## src/rtl/axibram_pkg.sv

```systemverilog
// Shared constants, FSM state type and a constant-safe clog2 helper for the
// AXI BRAM read slave.
package axibram_pkg;

  localparam logic [1:0] BURST_FIXED = 2'b00;
  localparam logic [1:0] BURST_INCR  = 2'b01;
  localparam logic [1:0] BURST_WRAP  = 2'b10;

  localparam logic [1:0] RESP_OKAY   = 2'b00;
  localparam logic [1:0] RESP_SLVERR = 2'b10;

  typedef enum logic {ST_IDLE, ST_BURST} state_t;

  function automatic int clog2(input int v);
    int r;
    r = 0;
    for (int i = 0; i < 31; i++)
      if ((1 << i) < v) r = i + 1;
    return r;
  endfunction

endpackage

```

## src/rtl/axibram_read_gen_if.sv

```systemverilog
// AXI read-address and read-data channels bundled for the BRAM read slave.
interface axibram_read_gen_if #(
  parameter int DATA_BITS = 32,
  parameter int ID_BITS   = 12,
  parameter int LEN_BITS  = 4
);
  logic [31:0]          araddr;
  logic                 arvalid;
  logic                 arready;
  logic [ID_BITS-1:0]   arid;
  logic [LEN_BITS-1:0]  arlen;
  logic [2:0]           arsize;
  logic [1:0]           arburst;
  logic [DATA_BITS-1:0] rdata;
  logic                 rvalid;
  logic                 rready;
  logic [ID_BITS-1:0]   rid;
  logic                 rlast;
  logic [1:0]           rresp;

  modport master (
    output araddr, arvalid, arid, arlen, arsize, arburst, rready,
    input  arready, rdata, rvalid, rid, rlast, rresp
  );

  modport slave (
    input  araddr, arvalid, arid, arlen, arsize, arburst, rready,
    output arready, rdata, rvalid, rid, rlast, rresp
  );
endinterface

```

## src/rtl/fifo_same_clock.sv

```systemverilog
// Single-clock fall-through FIFO: dout shows the head entry whenever !empty.
// Any depth >= 2; writes when full and reads when empty are ignored.
module fifo_same_clock import axibram_pkg::*; #(
  parameter int WIDTH = 8,
  parameter int DEPTH = 4
) (
  input  logic                          clk,
  input  logic                          rst,
  input  logic                          we,
  input  logic                          re,
  input  logic [WIDTH-1:0]              din,
  output logic [WIDTH-1:0]              dout,
  output logic                          empty,
  output logic                          full,
  output logic [clog2(DEPTH+1)-1:0]     count
);
  localparam int PW = clog2(DEPTH);
  localparam int CW = clog2(DEPTH + 1);

  logic [WIDTH-1:0] mem [DEPTH];
  logic [PW-1:0]    wp, rp;
  logic             do_wr, do_rd;

  function automatic logic [PW-1:0] inc(input logic [PW-1:0] p);
    return (p == PW'(DEPTH - 1)) ? '0 : p + 1'b1;
  endfunction

  assign empty = (count == '0);
  assign full  = (count == CW'(DEPTH));
  assign do_wr = we && !full;
  assign do_rd = re && !empty;
  assign dout  = mem[rp];

  always_ff @(posedge clk) begin
    if (rst) begin
      wp    <= '0;
      rp    <= '0;
      count <= '0;
    end else begin
      if (do_wr) wp <= inc(wp);
      if (do_rd) rp <= inc(rp);
      case ({do_wr, do_rd})
        2'b10:   count <= count + 1'b1;
        2'b01:   count <= count - 1'b1;
        default: ;
      endcase
    end
  end

  always_ff @(posedge clk) begin
    if (do_wr) mem[wp] <= din;
  end

endmodule

```

## src/rtl/axibram_read_gen.sv

```systemverilog
// AXI read slave over BRAM: AR queue, FIXED/INCR/WRAP burst expansion, tag
// pipe matched to BRAM latency, credit-managed output FIFO. Optional macro
// AXIBRAM_READ_RANGE_CHECK_EN answers out-of-range bursts with SLVERR beats.
module axibram_read_gen import axibram_pkg::*; #(
  parameter int ADDRESS_BITS = 10,
  parameter int DATA_BITS    = 32,
  parameter int ID_BITS      = 12,
  parameter int LEN_BITS     = 4,
  parameter int BRAM_LAT     = 1,
  parameter int AR_DEPTH     = 4
) (
  input  logic                    aclk,
  input  logic                    rst,
  axibram_read_gen_if.slave       axi,
  output logic [ADDRESS_BITS-1:0] pre_araddr,
  output logic                    start_burst,
  input  logic                    dev_ready,
  output logic                    bram_rclk,
  output logic [ADDRESS_BITS-1:0] bram_raddr,
  output logic                    bram_ren,
  output logic                    bram_regen,
  input  logic [DATA_BITS-1:0]    bram_rdata
);
  localparam int BL        = clog2(DATA_BITS / 8);
  localparam int STAGES    = BRAM_LAT - 1;
  localparam int OUT_DEPTH = BRAM_LAT + 2;

  typedef struct packed {
    logic                    oor;
    logic [ID_BITS-1:0]      id;
    logic [1:0]              burst;
    logic [LEN_BITS-1:0]     len;
    logic [ADDRESS_BITS-1:0] addr;
  } ar_req_t;

  typedef struct packed {
    logic [ID_BITS-1:0] id;
    logic               last;
    logic [1:0]         resp;
  } tag_t;

  typedef struct packed {
    logic [DATA_BITS-1:0] data;
    tag_t                 tag;
  } beat_t;

  // ---------------- AR queue ----------------
  ar_req_t ar_in, ar_head;
  logic    ar_empty, ar_full, ar_push, ar_pop, in_oor;
  logic [clog2(AR_DEPTH+1)-1:0] ar_count;

`ifdef AXIBRAM_READ_RANGE_CHECK_EN
  assign in_oor = |axi.araddr[31:ADDRESS_BITS+BL];
`else
  assign in_oor = 1'b0;
`endif

  assign ar_in = '{oor: in_oor, id: axi.arid, burst: axi.arburst, len: axi.arlen,
                   addr: axi.araddr[ADDRESS_BITS+BL-1:BL]};
  assign axi.arready = !ar_full;
  assign ar_push     = axi.arvalid && !ar_full;

  fifo_same_clock #(.WIDTH($bits(ar_req_t)), .DEPTH(AR_DEPTH)) u_ar_q (
    .clk(aclk), .rst(rst), .we(ar_push), .re(ar_pop), .din(ar_in),
    .dout(ar_head), .empty(ar_empty), .full(ar_full), .count(ar_count)
  );

  // ---------------- burst FSM and address generator ----------------
  state_t                  state, state_nx;
  logic [ADDRESS_BITS-1:0] addr;
  logic [LEN_BITS-1:0]     left, mask;
  logic [1:0]              burst;
  logic [ID_BITS-1:0]      id;
  logic                    cur_oor, issue, last_beat, credit_ok;

  // WRAP mask equals arlen, so arlen must be 2^n-1 for a legal wrap.
  function automatic logic [ADDRESS_BITS-1:0] next_addr(
    input logic [ADDRESS_BITS-1:0] a, input logic [1:0] b, input logic [LEN_BITS-1:0] m);
    logic [ADDRESS_BITS-1:0] mw;
    mw = ADDRESS_BITS'(m);
    case (b)
      BURST_INCR: return a + 1'b1;
      BURST_WRAP: return (a & ~mw) | ((a + 1'b1) & mw);
      default:    return a;
    endcase
  endfunction

  always_comb begin
    issue     = (state == ST_BURST) && (dev_ready || cur_oor) && credit_ok;
    last_beat = issue && (left == '0);
    ar_pop    = !ar_empty && ((state == ST_IDLE) || last_beat);
    state_nx  = state;
    if (ar_pop)         state_nx = ST_BURST;
    else if (last_beat) state_nx = ST_IDLE;
  end

  always_ff @(posedge aclk) begin
    if (rst) state <= ST_IDLE;
    else     state <= state_nx;
  end

  always_ff @(posedge aclk) begin
    if (rst) begin
      addr    <= '0;
      left    <= '0;
      mask    <= '0;
      burst   <= BURST_FIXED;
      id      <= '0;
      cur_oor <= 1'b0;
    end else if (ar_pop) begin
      addr    <= ar_head.addr;
      left    <= ar_head.len;
      mask    <= ar_head.len;
      burst   <= ar_head.burst;
      id      <= ar_head.id;
      cur_oor <= ar_head.oor;
    end else if (issue) begin
      addr <= next_addr(addr, burst, mask);
      left <= left - 1'b1;
    end
  end

  assign start_burst = ar_pop;
  assign pre_araddr  = ar_head.addr;
  assign bram_rclk   = aclk;
  assign bram_ren    = issue && !cur_oor;
  assign bram_raddr  = bram_ren ? addr : '1;

  always_ff @(posedge aclk) begin
    if (rst) bram_regen <= 1'b0;
    else     bram_regen <= bram_ren;
  end

  // ---------------- tag pipe ----------------
  logic [STAGES:0] vld_pipe;
  tag_t            tag_pipe [STAGES+1];
  tag_t            issue_tag;

  assign issue_tag = '{id: id, last: (left == '0), resp: cur_oor ? RESP_SLVERR : RESP_OKAY};

  always_ff @(posedge aclk) begin
    if (rst) begin
      vld_pipe <= '0;
      for (int i = 0; i <= STAGES; i++) tag_pipe[i] <= '0;
    end else begin
      vld_pipe[0] <= issue;
      tag_pipe[0] <= issue_tag;
      for (int i = 1; i <= STAGES; i++) begin
        vld_pipe[i] <= vld_pipe[i-1];
        tag_pipe[i] <= tag_pipe[i-1];
      end
    end
  end

  // ---------------- output FIFO with bypass ----------------
  beat_t arr_beat, out_head, r_beat;
  logic  arrive, out_empty, out_full, out_push, out_pop;
  logic [clog2(OUT_DEPTH+1)-1:0] out_count;

  assign arrive        = vld_pipe[STAGES];
  assign arr_beat.tag  = tag_pipe[STAGES];
  assign arr_beat.data = (tag_pipe[STAGES].resp == RESP_SLVERR) ? '0 : bram_rdata;

  // Beats still in the tag pipe are counted as occupied slots, so a beat
  // is issued only when its eventual FIFO slot is guaranteed.
  always_comb begin
    credit_ok = (int'(out_count) + $countones(vld_pipe)) < OUT_DEPTH;
  end

  // An arriving beat goes straight to the R channel when the FIFO is empty
  // and the master is ready; otherwise it is parked in the FIFO.
  assign out_push = arrive && !(out_empty && axi.rready);
  assign out_pop  = axi.rready && !out_empty;
  assign r_beat   = out_empty ? arr_beat : out_head;

  fifo_same_clock #(.WIDTH($bits(beat_t)), .DEPTH(OUT_DEPTH)) u_out_q (
    .clk(aclk), .rst(rst), .we(out_push), .re(out_pop), .din(arr_beat),
    .dout(out_head), .empty(out_empty), .full(out_full), .count(out_count)
  );

  assign axi.rvalid = arrive || !out_empty;
  assign axi.rdata  = r_beat.data;
  assign axi.rid    = r_beat.tag.id;
  assign axi.rlast  = r_beat.tag.last;
  assign axi.rresp  = r_beat.tag.resp;

  logic unused_bits;
  assign unused_bits = ^{axi.arsize, axi.araddr[BL-1:0], axi.araddr[31:ADDRESS_BITS+BL],
                         ar_count, out_full};

endmodule

```

## src/flat_wrapper.sv

```systemverilog
// flat-port wrapper written by rule: the top's interface ports become plain ports
module axibram_read_gen_flat import axibram_pkg::*;
#(
  parameter int ADDRESS_BITS = 10,
  parameter int DATA_BITS    = 32,
  parameter int ID_BITS      = 12,
  parameter int LEN_BITS     = 4,
  parameter int BRAM_LAT     = 1,
  parameter int AR_DEPTH     = 4
)
  (aclk, rst, pre_araddr, start_burst, dev_ready, bram_rclk, bram_raddr, bram_ren, bram_regen, bram_rdata, axi_araddr, axi_arvalid, axi_arid, axi_arlen, axi_arsize, axi_arburst, axi_rready, axi_arready, axi_rdata, axi_rvalid, axi_rid, axi_rlast, axi_rresp);
  axibram_read_gen_if #(.DATA_BITS(DATA_BITS), .ID_BITS(ID_BITS), .LEN_BITS(LEN_BITS)) axi_i ();
  input  logic aclk;
  input  logic rst;
  output logic [ADDRESS_BITS-1:0] pre_araddr;
  output logic start_burst;
  input  logic dev_ready;
  output logic bram_rclk;
  output logic [ADDRESS_BITS-1:0] bram_raddr;
  output logic bram_ren;
  output logic bram_regen;
  input  logic [DATA_BITS-1:0] bram_rdata;
  input wire logic [$bits(axi_i.araddr)-1:0] axi_araddr;
  input wire logic [$bits(axi_i.arvalid)-1:0] axi_arvalid;
  input wire logic [$bits(axi_i.arid)-1:0] axi_arid;
  input wire logic [$bits(axi_i.arlen)-1:0] axi_arlen;
  input wire logic [$bits(axi_i.arsize)-1:0] axi_arsize;
  input wire logic [$bits(axi_i.arburst)-1:0] axi_arburst;
  input wire logic [$bits(axi_i.rready)-1:0] axi_rready;
  output wire logic [$bits(axi_i.arready)-1:0] axi_arready;
  output wire logic [$bits(axi_i.rdata)-1:0] axi_rdata;
  output wire logic [$bits(axi_i.rvalid)-1:0] axi_rvalid;
  output wire logic [$bits(axi_i.rid)-1:0] axi_rid;
  output wire logic [$bits(axi_i.rlast)-1:0] axi_rlast;
  output wire logic [$bits(axi_i.rresp)-1:0] axi_rresp;
  assign axi_i.araddr = axi_araddr;
  assign axi_i.arvalid = axi_arvalid;
  assign axi_i.arid = axi_arid;
  assign axi_i.arlen = axi_arlen;
  assign axi_i.arsize = axi_arsize;
  assign axi_i.arburst = axi_arburst;
  assign axi_i.rready = axi_rready;
  assign axi_arready = axi_i.arready;
  assign axi_rdata = axi_i.rdata;
  assign axi_rvalid = axi_i.rvalid;
  assign axi_rid = axi_i.rid;
  assign axi_rlast = axi_i.rlast;
  assign axi_rresp = axi_i.rresp;
  axibram_read_gen #(.ADDRESS_BITS(ADDRESS_BITS), .DATA_BITS(DATA_BITS), .ID_BITS(ID_BITS), .LEN_BITS(LEN_BITS), .BRAM_LAT(BRAM_LAT), .AR_DEPTH(AR_DEPTH)) u_core (.aclk(aclk), .rst(rst), .axi(axi_i), .pre_araddr(pre_araddr), .start_burst(start_burst), .dev_ready(dev_ready), .bram_rclk(bram_rclk), .bram_raddr(bram_raddr), .bram_ren(bram_ren), .bram_regen(bram_regen), .bram_rdata(bram_rdata));
endmodule
```

## config.mk

```make
export PLATFORM = sky130hd
export DESIGN_NAME = axibram_read_gen_flat
export DESIGN_NICKNAME = d
export VERILOG_FILES = /design/src/rtl/axibram_pkg.sv /design/src/rtl/axibram_read_gen_if.sv /design/src/rtl/fifo_same_clock.sv /design/src/rtl/axibram_read_gen.sv /design/src/flat_wrapper.sv
export SDC_FILE = /design/constraint.sdc
export NUM_CORES = 1
export LEC_CHECK = 0
export CAP_MARGIN = 20
export CORE_ASPECT_RATIO = 0.6
export CORE_MARGIN = 3
export CORE_UTILIZATION = 40
export CTS_CLUSTER_DIAMETER = 150
export DETAILED_ROUTE_END_ITERATION = 8
export GPL_ROUTABILITY_DRIVEN = 1
export PLACE_DENSITY = 0.64
export SYNTH_ARGS = -nofsm -noshare
export SYNTH_HDL_FRONTEND = slang
export SYNTH_HIERARCHICAL = 1
export SYNTH_SLANG_ARGS = --single-unit
```

## constraint.sdc

```tcl
create_clock -name aclk -period 9.7 [get_ports aclk]
set_input_delay 2.425 -clock aclk [delete_from_list [all_inputs] [get_ports aclk]]
set_output_delay 2.425 -clock aclk [all_outputs]
set_load 0.02 [all_outputs]
```

==> metrics.yaml, run 1 <==
syn_area_mm2: 0.0132
path_class: "clk -> out"
ant_nets: 0
tritoncts: "built"
rows: 50
synthCells: 884
cts.reportedPaths.clkPinSlew_ns: 0.07
ir_drop_v: 0.000172
grt_pass1_wl_um: 43700
ff2ff_path_depth: 16
startpoint_type: "clock port"
antenna_found_initial: 0
drtIter0Drc: 433
ff_latch_area_mm2: 0.00906
ios: 163
setup_tns_ns: 0
drv_slew: 0
cp_common_cell: "clkbuf_16"
syn_to_final_growth_pct: 22.1
cp_slowest_cell: "clkdlybuf4s50_1"
end_kind: "primary output"
worstMarginPinSlew_ns: 0.944
wl_met3_um: 1230
drt-pass1-iter-count: 4
cp.required_ns: 7.28
globalplace.congestion: 0.780
drc: 0
log.warning_count: 56
highest_layer: "met4"
setup_violations: 0
status: "finished clean"
diodes: 0
hold_class: "reg -> reg"
## run 1: per-layer routing
metal / global-route usage (%) / up-vias
li1: - / 3622
met2: 23.2 / 168
met4: 3.00 / 0
met1: 24.7 / 3769
met3: 3.36 / 32
met5: 0 / -
## run 1: where the power goes
part / leakage (nW) / internal, W / switching [W]
clock: 0.568 / 0.000793 / 0.000518
combinational: 1.77 / 0.000454 / 0.000577
sequential: 2.90 / 0.00170 / 0.000125
## run 1: sequential cells by signal, summed over array words and instances (netlist names), 3 cells and up, named ones only
register             flops
u_core/u_ar_q/mem      116
u_core/addr              7
u_core/u_ar_q/count      3
u_core/tag_pipe         14
u_core/u_out_q/mem     141
u_core/left              4
u_core/mask              4
u_core/id               12
## run 1: per-stage QoR
stage / instances / cell area (um2) / utilization (%) / total power, W / worst slack, ns
4_1_cts: 1463 / 16100 / 50.7 / 0.00421 / 1.65
3_5_place_dp: 1402 / 15000 / 47.1 / 0.00290 / 1.92
2_1_floorplan: 890 / 13200 / - / 0.00248 / 2.29
5_1_grt: 1463 / 16100 / 50.7 / 0.00437 / 1.64
6_report: 1463 / 16100 / 50.7 / 0.00417 / 1.66
3_3_place_gp: 1402 / 15000 / 47.1 / 0.00288 / 1.92
## run 1: placed cells by master, fill, tap and decap left out, drive strengths merged, types with 4 or more instances in the layout
cell type / instances
o21ai: 75
mux4: 29
and2: 4
mux2: 46
a211oi: 4
ha: 12
conb: 7
xor2: 5
clkbuf: 48
o31ai: 4
a21oi: 33
nand4: 7
nor2: 10
or4: 4
nand2: 57
clkinv: 8
or3: 20
edfxtp: 257
nor2b: 51
nor3: 18
clkdlybuf4s50: 136
and3: 4
inv: 19
buf: 14
mux2i: 48
nand3: 23
dfxtp: 67
a311oi: 9
## run 1: path summary, 6_finish.rpt
check / start / endpoint / slack [ns]
worst min register to register: u_core/id[9] / u_core/tag_pipe[0][12] / 0.46
worst min-delay path: u_core/id[9] / u_core/tag_pipe[0][12] / 0.46
worst max-delay path: aclk / bram_rclk / 1.66
worst max register to register: u_core/u_out_q/count[0] / u_core/u_ar_q/count[2] / 5.62
## run 1: final cells by class
cell class | count | share of cell area, %
clock buffer | 49 | 6.43
inverter | 17 | 0.396
clock inverter | 13 | 0.752
sequential | 324 | 56.2
multi-input combinational | 495 | 24.0
timing repair buffer | 149 | 9.01
tap | 416 | 3.23
Fig. 1: run 1, cell classes on the final placement
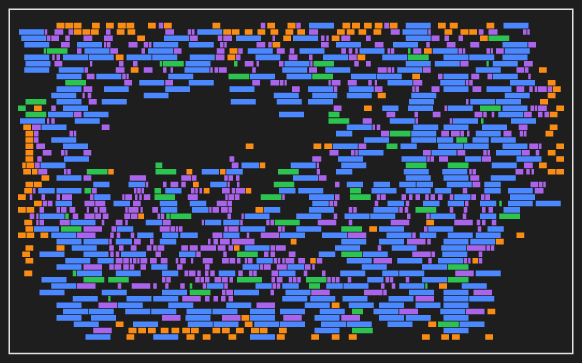
class	color	cells	share of their area
remaining buffers and delay cells	orange	149	9.3%
combinational and other logic	purple	512	25%
sequential cells	blue	324	58%
clock drivers and dummy loads	green	62	7.4%

Fig. 2: run 1, cell density map
24 x 15 tiles, from black (low) to pale yellow (high), 0 to 100% covered.
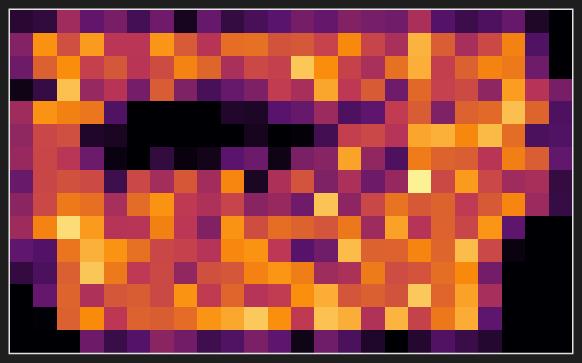
emptiest ninth of the die	south-east
mean over tiles	44%
fullest tile	97%
nearly empty tiles	11%
tiles over 75% full	13%

Fig. 3: run 1, drive-strength map
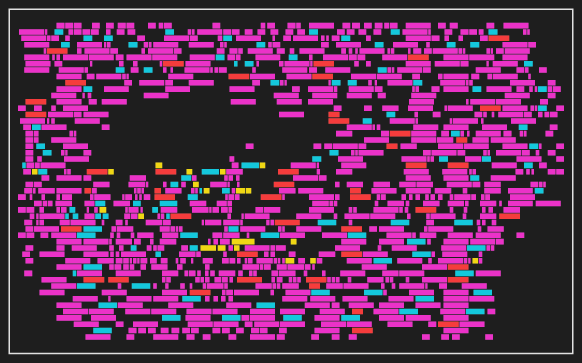
size	color	cells	share
_6 and larger	red	47	4.5%
_3 and _4 cells	yellow	20	1.9%
_2 cells	cyan	100	9.6%
_0 and _1 cells	magenta	880	84%

--- run 2 (diff from run 1) ---
PLACE_DENSITY = 0.66   (was 0.64)
clock period = 7.2 ns   (was 9.7 ns; I/O delays follow)
Fig. 4: run 2, where the registers sit
Other sequential cells in the stronger gray, the rest of the logic in the fainter gray.
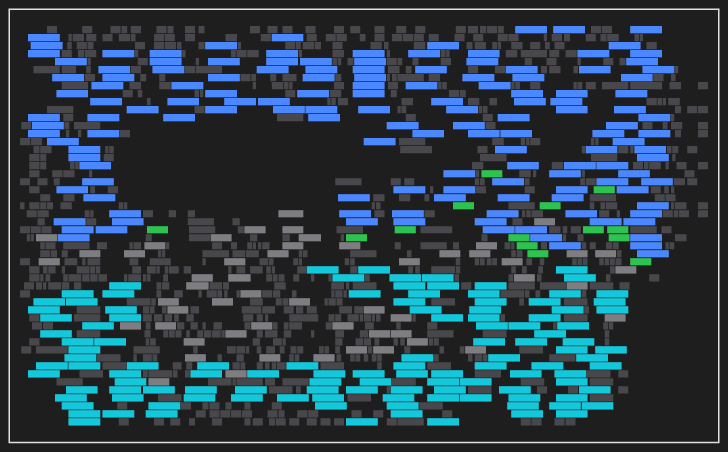
name in the netlist	color	placed flops
u_core/tag_pipe	green	14
u_core/u_out_q/mem	blue	141
u_core/u_ar_q/mem	cyan	116

==> run 2 against run 1 <==
Compared with the run above: setup slack got worse by 0.63 ns; sequential cell count unchanged; via count grew 0.13%; worst hold slack better by 0.0025 ns; clock skew decreased by 0.012 ns; largest power group unchanged; register-to-register slack got worse by 2.3 ns; highest routed layer unchanged; non-clock buffer count down 1; design area is 0.24% lower; sequential power up 35%; power rose by 34%; critical path depth did not move; clock power increased by 33%.
==> metrics.yaml, run 2 <==
ios: 163  # unchanged
largest_reg_flops: 141  # unchanged
path_class: "clk -> out"
r2r_slack_ns: 3.32  # -2.30 ns
drv_slew: 0  # unchanged
top_regs: "u_core/u_out_q/mem x141, u_core/u_ar_q/mem x116, u_core/tag_pipe x14"
power_frac_seq_pct: 44.0  # +0.2 points
tritoncts: "built"
drc: 0  # unchanged
globalplace.congestion: 0.793  # +1.7%
syn_area_mm2: 0.0132  # unchanged
diodes: 0  # unchanged
ant_nets: 0  # unchanged
rows: 50  # unchanged
cts.reportedPaths.clkPinSlew_ns: 0.06  # about the same
switching_share_pct: 29.5  # +0.17 points
status: "finished clean"
drt-pass1-iter-count: 4  # unchanged
log.warning_count: 56  # unchanged
worstMarginPinSlew_ns: 0.956  # +0.0128 ns
[run 2: cell count changes in the layout (fill, tap and decap cells not counted), sizes merged]
cell	change
inv	-1
clkinvlp	+3
clkinv	+4
bufinv	+2
clkbuf	-8
buf	-1
[run 2: metrics by stage]
step	cells	util (%)	setup slack, ns
6_report	1462	50.5	1.03
5_1_grt	1462	50.5	1.01
4_1_cts	1462	50.5	1.02
3_5_place_dp	1401	47.0	1.26
3_3_place_gp	1401	47.0	1.28
2_1_floorplan	890	-	0.942
[run 2: power by group through the flow]
| stage | Sequential [W] | Clock, W | Combinational [W] |
|---|---|---|---|
| final | 0.00245 | 0.00174 | 0.00138 |
| after global placement | 0.00249 | 0.0000187 | 0.00137 |
| after CTS | 0.00245 | 0.00180 | 0.00140 |
| after detailed placement | 0.00249 | 0.0000187 | 0.00139 |
| after global routing | 0.00248 | 0.00188 | 0.00150 |
| after floorplan | 0.00240 | 0.0000162 | 0.000923 |
[run 2: cell type report]
| class | instances | share of cell area, % |
|---|---|---|
| repair buffers | 148 | 8.99 |
| clock inverters | 21 | 1.38 |
| flip-flops and latches | 324 | 56.3 |
| inverters | 17 | 0.396 |
| clock buffers | 41 | 5.61 |
| well taps | 416 | 3.23 |
| multi-input cells | 495 | 24.1 |
[run 2: metal layers]
metal  up-vias  GRT usage (%)  wire, um
li1       3624              -         -
met1      3769           24.4     13800
met2       170           22.7     11600
met3        38           3.17      1430
met4         0           3.18       459
met5         -              0         0
[run 2: path summary, 6_finish.rpt]
check	from	end	depth (start not counted)
max reg2reg	u_core/u_out_q/count[0]	u_core/u_ar_q/count[2]	16
min reg2reg	u_core/id[2]	u_core/tag_pipe[0][5]	1
max	aclk	bram_rclk	3
min	u_core/id[2]	u_core/tag_pipe[0][5]	1
[run 2: worst register-to-register path: stages (launching register included)]
cell and delay, ns:
dfxtp_1 0.50, ha_1 0.21, ha_1 0.26, and2_1 0.22
o41ai_4 0.35, buf_4 0.32, nand2_1 0.09, buf_4 0.20
inv_1 0.11, o31ai_1 0.15, inv_1 0.10, ha_1 0.18
inv_1 0.06, fa_1 0.37, xor2_1 0.15, or3_2 0.40
a21oi_1 0.14
--- run 3 (diff from run 2) ---
DONT_BUFFER_PORTS = 1   (was default)
HOLD_SLACK_MARGIN = 0.15   (was default)
PLACE_DENSITY = 0.59   (was 0.66)
Fig. 5: run 3, drive-strength map
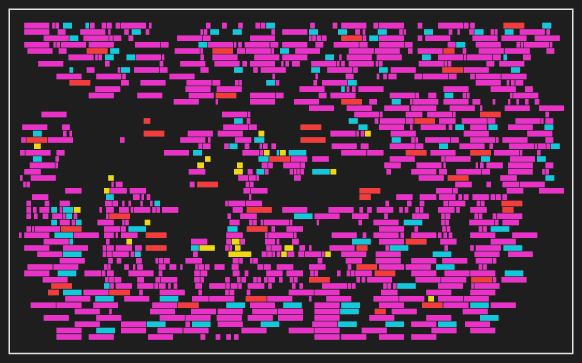
size	color	cells	share
_2 cells	cyan	99	11%
_0 and _1 cells	magenta	744	82%
_3 and _4 cells	yellow	23	2.5%
_6 and larger	red	44	4.8%

==> run 3 against run 2 <==
Compared with the run above: final cell count fell by 9.3%; critical path depth fell by 3; power fell by 4.8%; combinational power fell by 17%; wire length rose by 1.3%; clock-buffer cell count rose by 7; setup slack improved by 0.77 ns; non-clock buffer count fell by 135; clock skew rose by 0.0045 ns; design area fell by 8.5%; highest routed layer is now met5; critical path type unchanged; global-route usage rose by 0.26 points; largest power group unchanged.
==> metrics.yaml, run 3 <==
drc: 0  # unchanged
fin_area_mm2: 0.0147
first_global_vias: 7123
root_buffer: "clkbuf_16"
cp.arrival_ns: 3.60
tritoncts: "built"
log.warning_count: 55  # -1.8%
globalplace.congestion: 0.758  # -4.4%
diodes: 0  # unchanged
setup_violations: 0
setup_tns_ns: 0
switching_share_pct: 29.9  # +0.47 points
power_frac_seq_pct: 45.8  # +1.8 points
utilization_pct: 46.3  # -4.3 points
clockPowerShare_pct: 32.5
ir_drop_v: 0.000179
regMostFlops: "u_core/u_out_q/mem"
ios: 163  # unchanged
top_regs: "u_core/u_out_q/mem x141, u_core/u_ar_q/mem x116, u_core/tag_pipe x14"
drt-pass1-iter-count: 5  # +1
drv_slew: 0  # unchanged
syn_area_mm2: 0.0132  # unchanged
end_kind: "primary output"
rows: 50  # unchanged
worstMarginPinSlew_ns: 0.876  # -0.0807 ns
slew_headroom_pct: 41.6
ant_nets: 0  # unchanged
path_class: "clk -> out"
cts.reportedPaths.clkPinSlew_ns: 0.06  # about the same
cts_setup_buffers: 0
status: "finished clean"
largest_reg_flops: 141  # unchanged
vias: 7117
cp_max_fo: 2
ff_latch_area_mm2: 0.00906
-- run 3: final cells by class --
class                   count  area share (%)
clock buffers              48            6.71
clock inverters            13           0.858
inverters                  17           0.433
multi-input cells         495            26.3
flip-flops and latches    324            61.5
well taps                 416            3.53
repair buffers             13           0.662
-- run 3: power by group through the flow --
| stage | clock network [W] | logic (W) | registers, W |
|---|---|---|---|
| after global routing | 0.00187 | 0.00127 | 0.00246 |
| after floorplan | 0.0000162 | 0.000923 | 0.00240 |
| final | 0.00173 | 0.00115 | 0.00243 |
| after detailed placement | 0 | 0.00117 | 0.00247 |
| after global placement | 0 | 0.00115 | 0.00247 |
| after CTS | 0.00179 | 0.00117 | 0.00243 |
-- run 3: through the flow --
stage | setup slack, ns | hold WS (ns) | cells
after detailed placement | 1.80 | 0.454 | 1265
after global placement | 1.80 | 0.452 | 1265
after CTS | 1.80 | 0.463 | 1326
final | 1.80 | 0.461 | 1326
after global routing | 1.80 | 0.468 | 1326
after floorplan | 0.942 | 0.431 | 890
-- run 3: worst paths after layout --
kind	slack, ns	startpoint	cells after the start	endpoint
worst max-delay path	1.80	aclk	0	bram_rclk
worst min-delay path	0.46	u_core/id[7]	1	u_core/tag_pipe[0][10]
worst max register to register	3.09	u_core/u_out_q/count[0]	16	u_core/u_ar_q/count[2]
worst min register to register	0.46	u_core/id[7]	1	u_core/tag_pipe[0][10]
-- run 3: per-layer routing --
metal  wire length, um  share of wire (%)  track usage (%)  vias to the layer above
li1                  -                  -                -                     3356
met1             13800                 50             24.1                     3579
met2             12200                 44             23.3                      134
met3              1280                4.6             3.66                       46
met4               488                1.8             3.81                        2
met5                 7              0.025                0                        -
Power figures rest on the tool's default switching activity, not on a simulated workload.
